`config.mk`:
```
export PLATFORM = sky130hd
export DESIGN_NAME = hazard_ctrl
export DESIGN_NICKNAME = d
export VERILOG_FILES = /design/src/rtl/hazard_ctrl.sv
export SDC_FILE = /design/constraint.sdc
export NUM_CORES = 1
export LEC_CHECK = 0
export ABC_AREA = 1
export CAP_MARGIN = 20
export CORE_MARGIN = 3
export CORE_UTILIZATION = 52
export CTS_BUF_LIST = sky130_fd_sc_hd__clkbuf_8
export DETAILED_ROUTE_END_ITERATION = 8
export PLACE_DENSITY_LB_ADDON = 0.25
export SLEW_MARGIN = 20
export SYNTH_ARGS = -nofsm -noshare
export SYNTH_HDL_FRONTEND = slang
export SYNTH_SLANG_ARGS = --single-unit
```
`constraint.sdc`:
```
create_clock -name i_clk -period 3.4 [get_ports i_clk]
set_input_delay 0.68 -clock i_clk [delete_from_list [all_inputs] [get_ports i_clk]]
set_output_delay 0.68 -clock i_clk [all_outputs]
set_load 0.05 [all_outputs]
```
`src/rtl/hazard_ctrl.sv`:
```
// rtl/hazard_ctrl.sv - 5-stage pipeline hazard, branch-flush and interrupt sequencing controller
// Optional feature macro: HAZ_PERF_EN (adds saturating stall/flush performance counters)
module hazard_ctrl #(
    parameter int STALL_DEPTH = 2,
    parameter int REG_AW      = 4,
    parameter int CNT_W       = 16
) (
    input  logic              i_clk,
    input  logic              i_rst,
    input  logic              i_ext_stall,
    input  logic              i_id_valid,
    input  logic [REG_AW-1:0] i_id_rs1,
    input  logic [REG_AW-1:0] i_id_rs2,
    input  logic              i_id_use_rs1,
    input  logic              i_id_use_rs2,
    input  logic              i_id_reg_wr,
    input  logic [REG_AW-1:0] i_id_reg_dst,
    input  logic              i_id_branch,
    input  logic              i_id_returni,
    input  logic              i_irq,
    output logic              o_stall_if,
    output logic              o_stall_id,
    output logic              o_bubble_ex,
    output logic              o_flush_if_id,
    output logic              o_int_take,
    output logic              o_in_isr
`ifdef HAZ_PERF_EN
    ,
    output logic [CNT_W-1:0]  o_perf_stalls,
    output logic [CNT_W-1:0]  o_perf_flushes
`endif
);

    typedef enum logic [1:0] {
        S_IDLE   = 2'd0,
        S_DRAIN  = 2'd1,
        S_VECTOR = 2'd2,
        S_ISR    = 2'd3
    } state_t;

    state_t            r_state;
    logic              r_in_isr;
    logic              r_ex_v;
    logic [REG_AW-1:0] r_ex_dst;
    logic              r_mem_v;
    logic [REG_AW-1:0] r_mem_dst;

    logic w_match_rs1;
    logic w_match_rs2;
    logic w_raw;
    logic w_drain;
    logic w_vector;
    logic w_stall;
    logic w_issue;
    logic w_flush;

    // A producer still in EX (or MEM when the MEM slot is tracked) blocks the reader;
    // WB producers are served by the ID write-through bypass. r0 is not exempt.
    assign w_match_rs1 = (r_ex_v && (r_ex_dst == i_id_rs1)) ||
                         ((STALL_DEPTH >= 2) && r_mem_v && (r_mem_dst == i_id_rs1));
    assign w_match_rs2 = (r_ex_v && (r_ex_dst == i_id_rs2)) ||
                         ((STALL_DEPTH >= 2) && r_mem_v && (r_mem_dst == i_id_rs2));

    assign w_raw    = i_id_valid && ((i_id_use_rs1 && w_match_rs1) ||
                                     (i_id_use_rs2 && w_match_rs2));
    assign w_drain  = (r_state == S_DRAIN);
    assign w_vector = (r_state == S_VECTOR);
    assign w_stall  = w_raw || i_ext_stall || w_drain;
    assign w_issue  = i_id_valid && i_id_reg_wr && !w_stall && !w_vector;
    // A stalled branch keeps its slot and flushes once it is allowed to advance.
    assign w_flush  = (i_id_valid && i_id_branch && !w_stall) || w_vector;

    assign o_stall_if    = w_stall;
    assign o_stall_id    = w_stall;
    assign o_bubble_ex   = (w_raw || w_drain) && !i_ext_stall;
    assign o_flush_if_id = w_flush;
    assign o_int_take    = w_vector && !i_ext_stall;
    assign o_in_isr      = r_in_isr;

    // Shift the in-flight destination tracker EX -> MEM; a back-end stall freezes both slots
    always_ff @(posedge i_clk) begin
        if (i_rst) begin
            r_ex_v    <= 1'b0;
            r_ex_dst  <= '0;
            r_mem_v   <= 1'b0;
            r_mem_dst <= '0;
        end else if (!i_ext_stall) begin
            r_mem_v   <= r_ex_v;
            r_mem_dst <= r_ex_dst;
            r_ex_v    <= w_issue;
            r_ex_dst  <= w_issue ? i_id_reg_dst : '0;
        end
    end

    // Interrupt entry/exit sequencer: drain in-flight writes, vector once, run handler until returni
    always_ff @(posedge i_clk) begin
        if (i_rst) begin
            r_state  <= S_IDLE;
            r_in_isr <= 1'b0;
        end else if (!i_ext_stall) begin
            case (r_state)
                S_IDLE: begin
                    if (i_irq && !r_in_isr) begin
                        r_state <= S_DRAIN;
                    end
                end
                S_DRAIN: begin
                    if (!r_ex_v && !r_mem_v) begin
                        r_state <= S_VECTOR;
                    end
                end
                S_VECTOR: begin
                    r_state  <= S_ISR;
                    r_in_isr <= 1'b1;
                end
                S_ISR: begin
                    if (i_id_valid && i_id_returni && !w_stall) begin
                        r_state  <= S_IDLE;
                        r_in_isr <= 1'b0;
                    end
                end
                default: begin
                    r_state  <= S_IDLE;
                    r_in_isr <= 1'b0;
                end
            endcase
        end
    end

`ifdef HAZ_PERF_EN
    logic [CNT_W-1:0] r_perf_stalls;
    logic [CNT_W-1:0] r_perf_flushes;

    // Saturating counters of front-end stall cycles (hazard or drain) and IF_ID flushes
    always_ff @(posedge i_clk) begin
        if (i_rst) begin
            r_perf_stalls  <= '0;
            r_perf_flushes <= '0;
        end else begin
            if ((w_raw || w_drain) && !i_ext_stall && (r_perf_stalls != {CNT_W{1'b1}})) begin
                r_perf_stalls <= r_perf_stalls + CNT_W'(1);
            end
            if (w_flush && (r_perf_flushes != {CNT_W{1'b1}})) begin
                r_perf_flushes <= r_perf_flushes + CNT_W'(1);
            end
        end
    end

    assign o_perf_stalls  = r_perf_stalls;
    assign o_perf_flushes = r_perf_flushes;
`else
    logic [CNT_W-1:0] w_unused_perf;
    assign w_unused_perf = '0;
`endif

endmodule

```
==> notes.md <==
Notes on the flow outputs.

- The overall die area reads 2400 um^2.
- The destination of the worst register-to-register timing path is o_in_isr$_SDFFE_PP0P_.
- From synthesis to final layout, the design area changed by 40.2%.
- The number of warning messages in the logs is 30.
- The analysis reports a worst IR drop on VDD of 352 uV.
- Setup repair after global routing left no endpoint under its margin.
- Sorting the synthesized cells by how often they occur yields 46 x sky130_fd_sc_hd__nand2_1, 30 x sky130_fd_sc_hd__nor2_1, 15 x sky130_fd_sc_hd__inv_1.
- The via count of the first global-routing pass reads 1113.
- Signal routing reaches up to met4.
- Synthesis produced a netlist with a net count of 184.
- The wire-length estimate of the detail-placed layout is 1820 um.
- The count of state elements after synthesis reads 13.
- The width of the chip reads 49.0 um.
- The final cell count without fillers reads 211.
- The clock input transition at the sequential cells of the worst setup and hold paths is 0.06 ns.
- The cell taking the most area after synthesis reads sky130_fd_sc_hd__dfxtp_1.
- The summed area of non-filler cells in the final layout reads 1350 um^2.
- The overall routing resource usage reads 23.3%.
- Once placement completed, the tool counted placed cells totaling 207.
- The number of gates resized after CTS was 0.
- The number of top-level pins is 28.
- The most numerous cell on the critical path reads sky130_fd_sc_hd__nand2_1.
- The final period demand of the worst path reads 3.09 ns.
- The cell count after synthesis reads 157.
- The minimum hold slack reads 0.498 ns.
- The maximum root-to-sink buffer count is 2.
- The top fanout value on the critical path reads 7.
- The startpoint of the worst register-to-register path reads r_ex_dst[3]$_SDFFE_PP0N_.
- Summing every instance area after synthesis gives 960 um^2.
- The end-of-flow core utilization reads 83.5%.
- The register share after synthesis is 27.1%.
- The routed layout reports a DRC error count of 0.
- For this design the ratio of total power to cell area is 390 nW/um^2.
- The critical path's slowest cell is sky130_fd_sc_hd__clkdlybuf4s50_1.
- The hold path startpoint is r_mem_dst[1]$_SDFFE_PP0N_.
- The length of routed met3 wiring is 199 um.
- The fraction of synthesis flops using an asynchronous set or reset pin is 0%.
- The number of optimization iterations in the first detailed-route pass is 4.
- The first element of the critical path is i_id_rs1[3].
- The total global routing overflow reads 0.
- The die extent in y is 49.0 um.
- The total negative setup slack reads 0 ns.
- In this build the clock could be raised as far as 324 MHz.
- The run finished with clean final reports.
- The number of buffer cells added on primary ports is 27.
- The detail-routed via count per cell reads 5.22.
- The critical path required time is 2.72 ns.
- The routed length on met2 reads 1260 um.
- The most frequent cell after synthesis is sky130_fd_sc_hd__nand2_1.
- The critical path contains buffers and inverters numbering 3 combined.
- The timing report gives the worst reg2reg path a setup slack of 1.86 ns.
- After synthesis, the design contains 157 cells according to Yosys.
- The number of cells on the critical path reads 12.
- The count of nets left with antenna violations once routing finished came out at 0.
- The worst max-slew margin expressed relative to the limit is 66.0%.
- The number of synthesized flops with an enable pin is 0.
[cells by family (layout without fill, tap and decap cells)]
logic type	Yosys count	after routing	synth area share (%)
adders and majority gates	5	5	6.52
buffers and inverters	25	55	10.6
AOI/OAI and AO/OA	19	19	11.5
and+or+nand+nor	91	91	40.7
xor gates and xnor gates	4	4	3.65
DFF	13	13	27.1
[power by group]
part,internal (mW),switching (mW)
clock,0.0797,0.0558
sequential,0.164,0.0128
combinational,0.0935,0.120
[layout make-up]
type	instances	area, um^2
Multi-Input combinational cell	119	598
Timing Repair Buffer	29	325
Fill cell	110	267
Sequential cell	13	260
Inverter	22	86.3
Clock buffer	3	41.3
Tap cell	24	30.0
Clock inverter	1	3.75
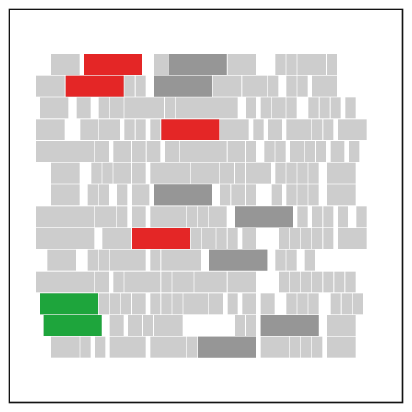
registers.png
Scale: 8 px per um.
[green] `r_state` | flops: 2
[red] `r_ex_dst` | flops: 4

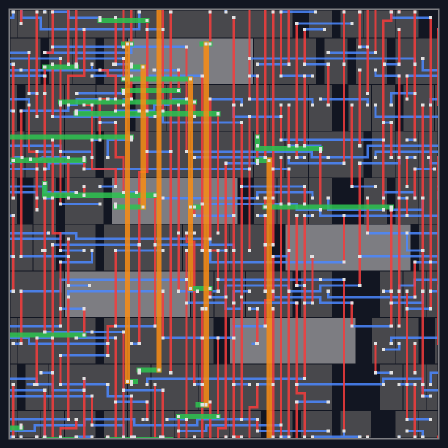
zoom.png
Region (12, 12) to (37, 37) um. Cells in gray, sequential cells in the stronger gray; small squares are vias.
[blue] met1
[red] met2
[orange] met4
[green] met3
cells with their middle in the window: 91
netlist names of flops here include: `r_ex_dst` (2)
most frequent: nand2_1 (21), nor2_1 (14), inv_1 (8)
sequential cells in the window: 5

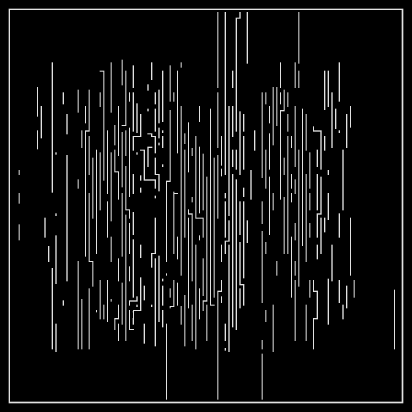
met2.png
Scale: 8 px per um.
nets with wire on the layer: 175
main direction: vertical

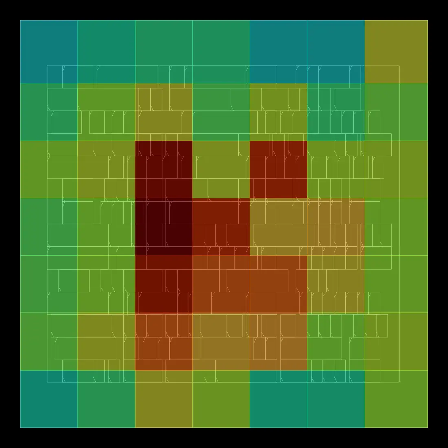
final_congestion.png
met1 Use GR: 24.6%
met2 capacity usage during global routing: 41.9%

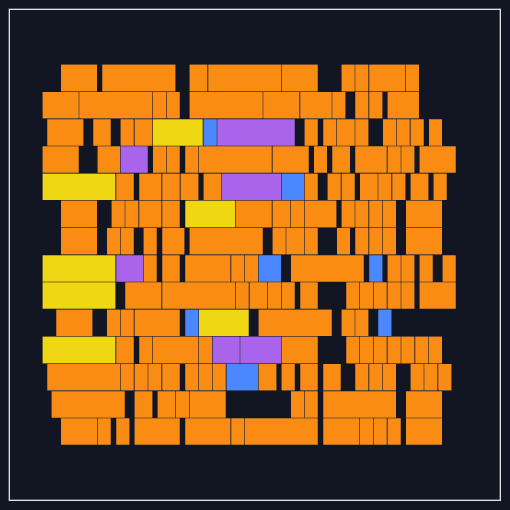
drive_strength.png
Scale: 10 px per um.
[blue] drive 2 | cells: 7 | share: 3.7%
[orange] drive 1 or less | cells: 167 | share: 89%
[yellow] drive 6 and up | cells: 7 | share: 3.7%
[purple] drive 3 to 4 | cells: 6 | share: 3.2%

Power and IR drop assume default switching activity.
